run_1/pdn.png
Pins as bars on the die edge. Tap cells in gray.
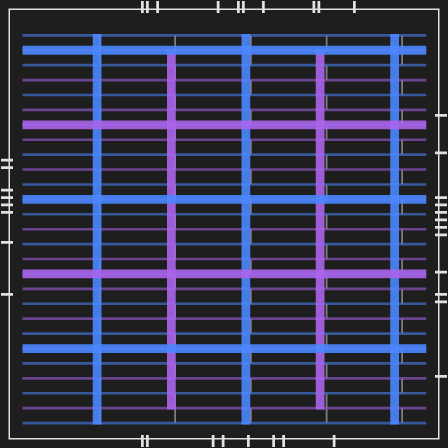
run_1/final_clocks.png
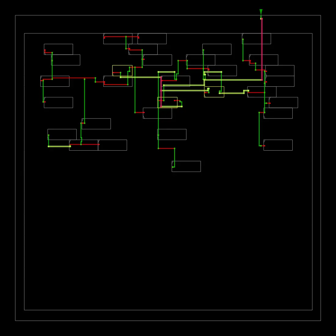
run_1/clock_map.png
The bar under the picture is 20 um long.
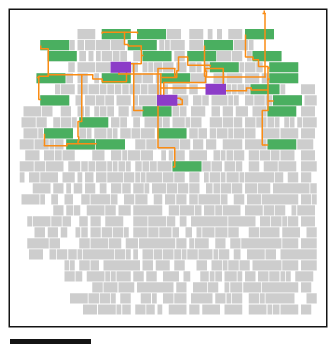
--- src/rtl/seq_alu_if.sv ---
// Handshake and data bundle between a controller and the seq_alu block.
// The controller drives start/op/operands; the ALU returns result and status.
interface seq_alu_if #(
  parameter int WIDTH = 8
);
  localparam int SHW = $clog2(WIDTH);

  logic             start;
  logic [2:0]       op;
  logic [WIDTH-1:0] inA;
  logic [WIDTH-1:0] inB;
  logic [SHW-1:0]   inC;
  logic [WIDTH-1:0] ans;
  logic             busy;
  logic             done;
  logic             zero;
  logic             carry;
  logic             ovf;

  modport master (
    output start, op, inA, inB, inC,
    input  ans, busy, done, zero, carry, ovf
  );

  modport slave (
    input  start, op, inA, inB, inC,
    output ans, busy, done, zero, carry, ovf
  );
endinterface

--- src/rtl/seq_alu.sv ---
// Registered multi-cycle ALU: add/sub/logic finish in one clock, shifts
// iterate one bit per clock; start/busy/done handshake with status flags.
module seq_alu #(
  parameter int WIDTH = 8
) (
  input  logic      clk,
  input  logic      reset,
  seq_alu_if.slave  bus
);
  localparam int SHW = $clog2(WIDTH);

  localparam logic [0:0] IDLE  = 1'b0;
  localparam logic [0:0] SHIFT = 1'b1;

  localparam logic [2:0] OP_SRA = 3'b000;
  localparam logic [2:0] OP_SRL = 3'b001;
  localparam logic [2:0] OP_SUB = 3'b010;
  localparam logic [2:0] OP_ADD = 3'b011;
  localparam logic [2:0] OP_SLL = 3'b100;
  localparam logic [2:0] OP_AND = 3'b101;
  localparam logic [2:0] OP_OR  = 3'b110;
  localparam logic [2:0] OP_XOR = 3'b111;

  localparam logic [SHW-1:0] CNT_ONE = {{(SHW-1){1'b0}}, 1'b1};

  function automatic logic [WIDTH-1:0] shift_one(input logic [2:0] sop,
                                                 input logic [WIDTH-1:0] v);
    case (sop)
      OP_SRA:  shift_one = {v[WIDTH-1], v[WIDTH-1:1]};
      OP_SRL:  shift_one = {1'b0, v[WIDTH-1:1]};
      default: shift_one = {v[WIDTH-2:0], 1'b0};
    endcase
  endfunction

  logic [0:0]       state_r;
  logic [2:0]       op_r;
  logic [WIDTH-1:0] acc_r;
  logic [SHW-1:0]   cnt_r;
  logic [WIDTH-1:0] ans_r;
  logic             zero_r;
  logic             carry_r;
  logic             ovf_r;
  logic             done_r;
  logic             busy_r;

  logic [WIDTH:0]   sum_s;
  logic [WIDTH:0]   diff_s;
  logic [WIDTH-1:0] res_s;
  logic             res_carry_s;
  logic             res_ovf_s;
  logic             is_shift_s;
  logic             accept_s;
  logic             long_shift_s;
  logic [WIDTH-1:0] step_s;

  // Single-cycle result and flags computed straight from the live operands
  always_comb begin
    sum_s       = {1'b0, bus.inA} + {1'b0, bus.inB};
    diff_s      = {1'b0, bus.inA} - {1'b0, bus.inB};
    res_s       = {WIDTH{1'b0}};
    res_carry_s = 1'b0;
    res_ovf_s   = 1'b0;
    is_shift_s  = 1'b0;
    case (bus.op)
      OP_ADD: begin
        res_s       = sum_s[WIDTH-1:0];
        res_carry_s = sum_s[WIDTH];
        res_ovf_s   = (bus.inA[WIDTH-1] == bus.inB[WIDTH-1]) &&
                      (sum_s[WIDTH-1] != bus.inA[WIDTH-1]);
      end
      OP_SUB: begin
        // The extra top bit of the widened difference is the unsigned borrow
        res_s       = diff_s[WIDTH-1:0];
        res_carry_s = diff_s[WIDTH];
        res_ovf_s   = (bus.inA[WIDTH-1] != bus.inB[WIDTH-1]) &&
                      (diff_s[WIDTH-1] != bus.inA[WIDTH-1]);
      end
      OP_AND: res_s = bus.inA & bus.inB;
      OP_OR:  res_s = bus.inA | bus.inB;
      OP_XOR: res_s = bus.inA ^ bus.inB;
      OP_SRA, OP_SRL, OP_SLL: begin
        res_s      = bus.inA;
        is_shift_s = 1'b1;
      end
      default: res_s = {WIDTH{1'b0}};
    endcase
  end

  assign accept_s     = bus.start && (state_r == IDLE);
  assign long_shift_s = is_shift_s && (bus.inC != {SHW{1'b0}});
  assign step_s       = shift_one(op_r, acc_r);

  // Control state, shift datapath and registered result/flags
  always_ff @(posedge clk) begin
    if (reset) begin
      state_r <= IDLE;
      op_r    <= 3'b000;
      acc_r   <= {WIDTH{1'b0}};
      cnt_r   <= {SHW{1'b0}};
      ans_r   <= {WIDTH{1'b0}};
      zero_r  <= 1'b0;
      carry_r <= 1'b0;
      ovf_r   <= 1'b0;
      done_r  <= 1'b0;
      busy_r  <= 1'b0;
    end else begin
      done_r <= 1'b0;
      case (state_r)
        IDLE: begin
          if (accept_s && long_shift_s) begin
            op_r    <= bus.op;
            acc_r   <= bus.inA;
            cnt_r   <= bus.inC;
            state_r <= SHIFT;
            busy_r  <= 1'b1;
          end else if (accept_s) begin
            ans_r   <= res_s;
            zero_r  <= (res_s == {WIDTH{1'b0}});
            carry_r <= res_carry_s;
            ovf_r   <= res_ovf_s;
            done_r  <= 1'b1;
          end
        end
        SHIFT: begin
          acc_r <= step_s;
          cnt_r <= cnt_r - CNT_ONE;
          if (cnt_r == CNT_ONE) begin
            ans_r   <= step_s;
            zero_r  <= (step_s == {WIDTH{1'b0}});
            carry_r <= 1'b0;
            ovf_r   <= 1'b0;
            done_r  <= 1'b1;
            busy_r  <= 1'b0;
            state_r <= IDLE;
          end
        end
        default: begin
          state_r <= IDLE;
          busy_r  <= 1'b0;
        end
      endcase
    end
  end

  assign bus.ans   = ans_r;
  assign bus.zero  = zero_r;
  assign bus.carry = carry_r;
  assign bus.ovf   = ovf_r;
  assign bus.done  = done_r;
  assign bus.busy  = busy_r;
endmodule

--- src/flat_wrapper.sv ---
// flat-port wrapper written by rule: the top's interface ports become plain ports
module seq_alu_flat 
#(
  parameter int WIDTH = 8
)
  (clk, reset, bus_start, bus_op, bus_inA, bus_inB, bus_inC, bus_ans, bus_busy, bus_done, bus_zero, bus_carry, bus_ovf);
  seq_alu_if #(.WIDTH(WIDTH)) bus_i ();
  input  logic clk;
  input  logic reset;
  input wire logic [$bits(bus_i.start)-1:0] bus_start;
  input wire logic [$bits(bus_i.op)-1:0] bus_op;
  input wire logic [$bits(bus_i.inA)-1:0] bus_inA;
  input wire logic [$bits(bus_i.inB)-1:0] bus_inB;
  input wire logic [$bits(bus_i.inC)-1:0] bus_inC;
  output wire logic [$bits(bus_i.ans)-1:0] bus_ans;
  output wire logic [$bits(bus_i.busy)-1:0] bus_busy;
  output wire logic [$bits(bus_i.done)-1:0] bus_done;
  output wire logic [$bits(bus_i.zero)-1:0] bus_zero;
  output wire logic [$bits(bus_i.carry)-1:0] bus_carry;
  output wire logic [$bits(bus_i.ovf)-1:0] bus_ovf;
  assign bus_i.start = bus_start;
  assign bus_i.op = bus_op;
  assign bus_i.inA = bus_inA;
  assign bus_i.inB = bus_inB;
  assign bus_i.inC = bus_inC;
  assign bus_ans = bus_i.ans;
  assign bus_busy = bus_i.busy;
  assign bus_done = bus_i.done;
  assign bus_zero = bus_i.zero;
  assign bus_carry = bus_i.carry;
  assign bus_ovf = bus_i.ovf;
  seq_alu #(.WIDTH(WIDTH)) u_core (.clk(clk), .reset(reset), .bus(bus_i));
endmodule
--- config.mk ---
export PLATFORM = sky130hd
export DESIGN_NAME = seq_alu_flat
export DESIGN_NICKNAME = d
export VERILOG_FILES = /design/src/rtl/seq_alu_if.sv /design/src/rtl/seq_alu.sv /design/src/flat_wrapper.sv
export SDC_FILE = /design/constraint.sdc
export NUM_CORES = 1
export LEC_CHECK = 0
export CAP_MARGIN = 20
export CORE_MARGIN = 2
export CORE_UTILIZATION = 50
export DETAILED_ROUTE_END_ITERATION = 8
export PLACE_DENSITY = 0.83
export RECOVER_POWER = 50
export SYNTH_ARGS = -nofsm -noshare
export SYNTH_HDL_FRONTEND = slang
export SYNTH_SLANG_ARGS = --single-unit
--- constraint.sdc ---
create_clock -name clk -period 2.5 [get_ports clk]
set_clock_uncertainty 0.1 [all_clocks]
set_input_delay 0.5 -clock clk [delete_from_list [all_inputs] [get_ports clk]]
set_output_delay 0.5 -clock clk [all_outputs]
set_load 0.05 [all_outputs]
==> results.json, run 1 <==
{
  "run_status": "finished, violations left",
  "failed_checks": "negative setup slack",
  "r2r_cells": 8,
  "layout.nonclk_buf_share_pct": 28.1,
  "ys_sh_simple_pct": 23.2,
  "hold_class": "flip-flop to flip-flop",
  "synth_nets": 416,
  "warnings": 44,
  "buffers": 142,
  "finalCritPeriodShare_pct": 100,
  "setup_slack_ns": -0.0102,
  "path_common_cell": "buf_4",
  "layout_top_cell": "buf_4",
  "wirelength_um": 10600,
  "ant_nets": 0,
  "seqPwrFrac_pct": 31.2,
  "hold_violations": 0,
  "dp_slack_ns": -0.690,
  "die_area_sq_um": 6090,
  "cp_max_fo": 3,
  "via_count": 3530,
  "cp-startpoint": "bus_inA[0]",
  "cts_resized": 54,
  "max_cap_violations": 0,
  "seq_share_pct": 13.3,
  "dr.pass1.iters": 6,
  "mux_share_pct": 7.16,
  "place_area_sq_um": 3780,
  "place_inst": 539,
  "yosys.area.top_type": "dfxtp_1",
  "topRoutingLayerUsed": "met4",
  "nClkBuffers": 3,
  "ios": 38,
  "critPathSlowestCell": "fa_1",
  "yosys_warnings": 0,
  "htreeDepth": 1,
  "gp_congestion": 0.923,
  "initial_core_util_pct": 52.7,
  "grtUsageMet2_pct": 55.2,
  "compound_area_share_pct": 26.5,
  "antennaDiodeCount": 0,
  "area_growth_pct": 53.9,
  "finalSetupViolCount": 1,
  "dominant_cells": "combinational gates",
  "cp_cell_sequence": "buf_6, buf_4, ha_1, fa_1, buf_4, a21oi_1, o21ai_0, o21ai_1, a22oi_1, buf_4, o211ai_1, a21oi_1",
  "path_depth": 12,
  "synthDistinctLibCells": 60,
  "combinationalPower_mw": 0.846
}
Notes on pdn.png above:
| net | color |
|---|---|
| VDD | purple |
| VSS | blue |
rows: 26
signal pins: 38
Die Span X: 78.1 um
Placeable Area: 5200 sq um
Die Span Y: 78.1 um
worst vdd rail ir drop: 0.276 mV

Notes on final_clocks.png above:
number of clock sinks: 28
registers: 28
Clock Latency Late Sink: 0.28 ns
cts bufs inserted: 3
clock network power: 0.251 mW

Notes on clock_map.png above:
[cells driving clock nets] purple | count: 3
[clock wires] orange | length: 336 um
[flip-flops] green | count: 28
routed clock nets: 4
clock power share: 15.8%

run_1/cell_classes.png
The bar under the picture is 20 um long.
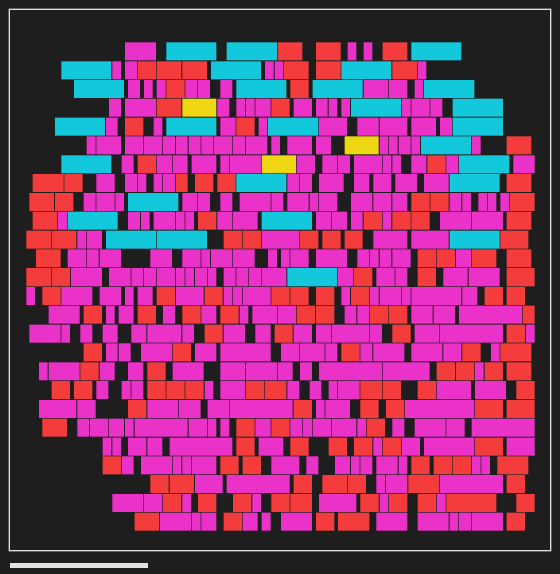

==> inputs of run 2 (changes only) <==
- CORE_UTILIZATION: 50 -> 55
- PLACE_DENSITY: 0.83 -> 0.86
- clock period: 2.5 -> 2.6 ns (I/O delays scaled with it)
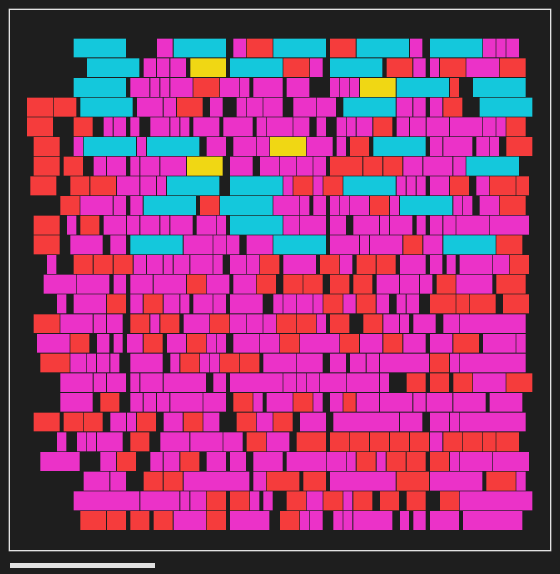
run_2/cell_classes.png
The bar under the picture is 20 um long.
| class | color | cells | share of their area |
|---|---|---|---|
| all other logic | magenta | 312 | 57% |
| clock drivers and dummy loads | yellow | 4 | 1.3% |
| flip-flops | cyan | 28 | 14% |
| other buffers and delay cells | red | 138 | 28% |
Final Cell Area: 4170 sq um
cell row count: 25
flop share of the area: 13.4%

==> run 2 against run 1 <==
  * Largest cell class unchanged
  * Critical path type unchanged
  * Count of clock-buffer cells in the layout rose by 1
  * Critical path depth fell by 3
  * The run still ends with negative setup slack left
  * Largest power group unchanged
  * Clock power rose by 14%
  * Setup slack got worse by 0.037 ns
==> results.json, run 2 <==
{
  "run_status": "finished, violations left",
  "failed_checks": "negative setup slack",
  "dr.pass1.iters": 8,
  "combinationalPower_mw": 0.827,
  "ys_sh_simple_pct": 23.2,
  "r2r_cells": 6,
  "ant_nets": 0,
  "yosys_warnings": 0,
  "initial_core_util_pct": 57.7,
  "dp_slack_ns": -0.663,
  "critPathSlowestCell": "a2111oi_4",
  "max_cap_violations": 0,
  "finalCritPeriodShare_pct": 102,
  "die_height_um": 74.6,
  "finalSetupViolCount": 5,
  "synth_nets": 416,
  "core_sq_um": 4750,
  "path_depth": 9,
  "via_count": 3799,
  "setup_slack_ns": -0.0469,
  "dominant_cells": "combinational gates",
  "ios": 38,
  "gp_congestion": 1.01,
  "wirelength_um": 12300,
  "die_w_um": 74.6,
  "compound_area_share_pct": 26.5,
  "cp-startpoint": "bus_inA[1]",
  "warnings": 44,
  "seqPwrFrac_pct": 30.4
}
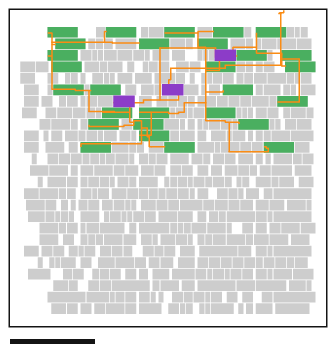
run_2/clock_map.png
The bar under the picture is 20 um long.
[clock wires] orange | length: 354 um
[flip-flops] green | count: 28
[cells driving clock nets] purple | count: 3
routed clock nets: 4
Clock Latency Late Sink: 0.29 ns
clock network power: 0.286 mW
clock power share: 17.9%

Power is estimated from default activity; no workload was simulated.
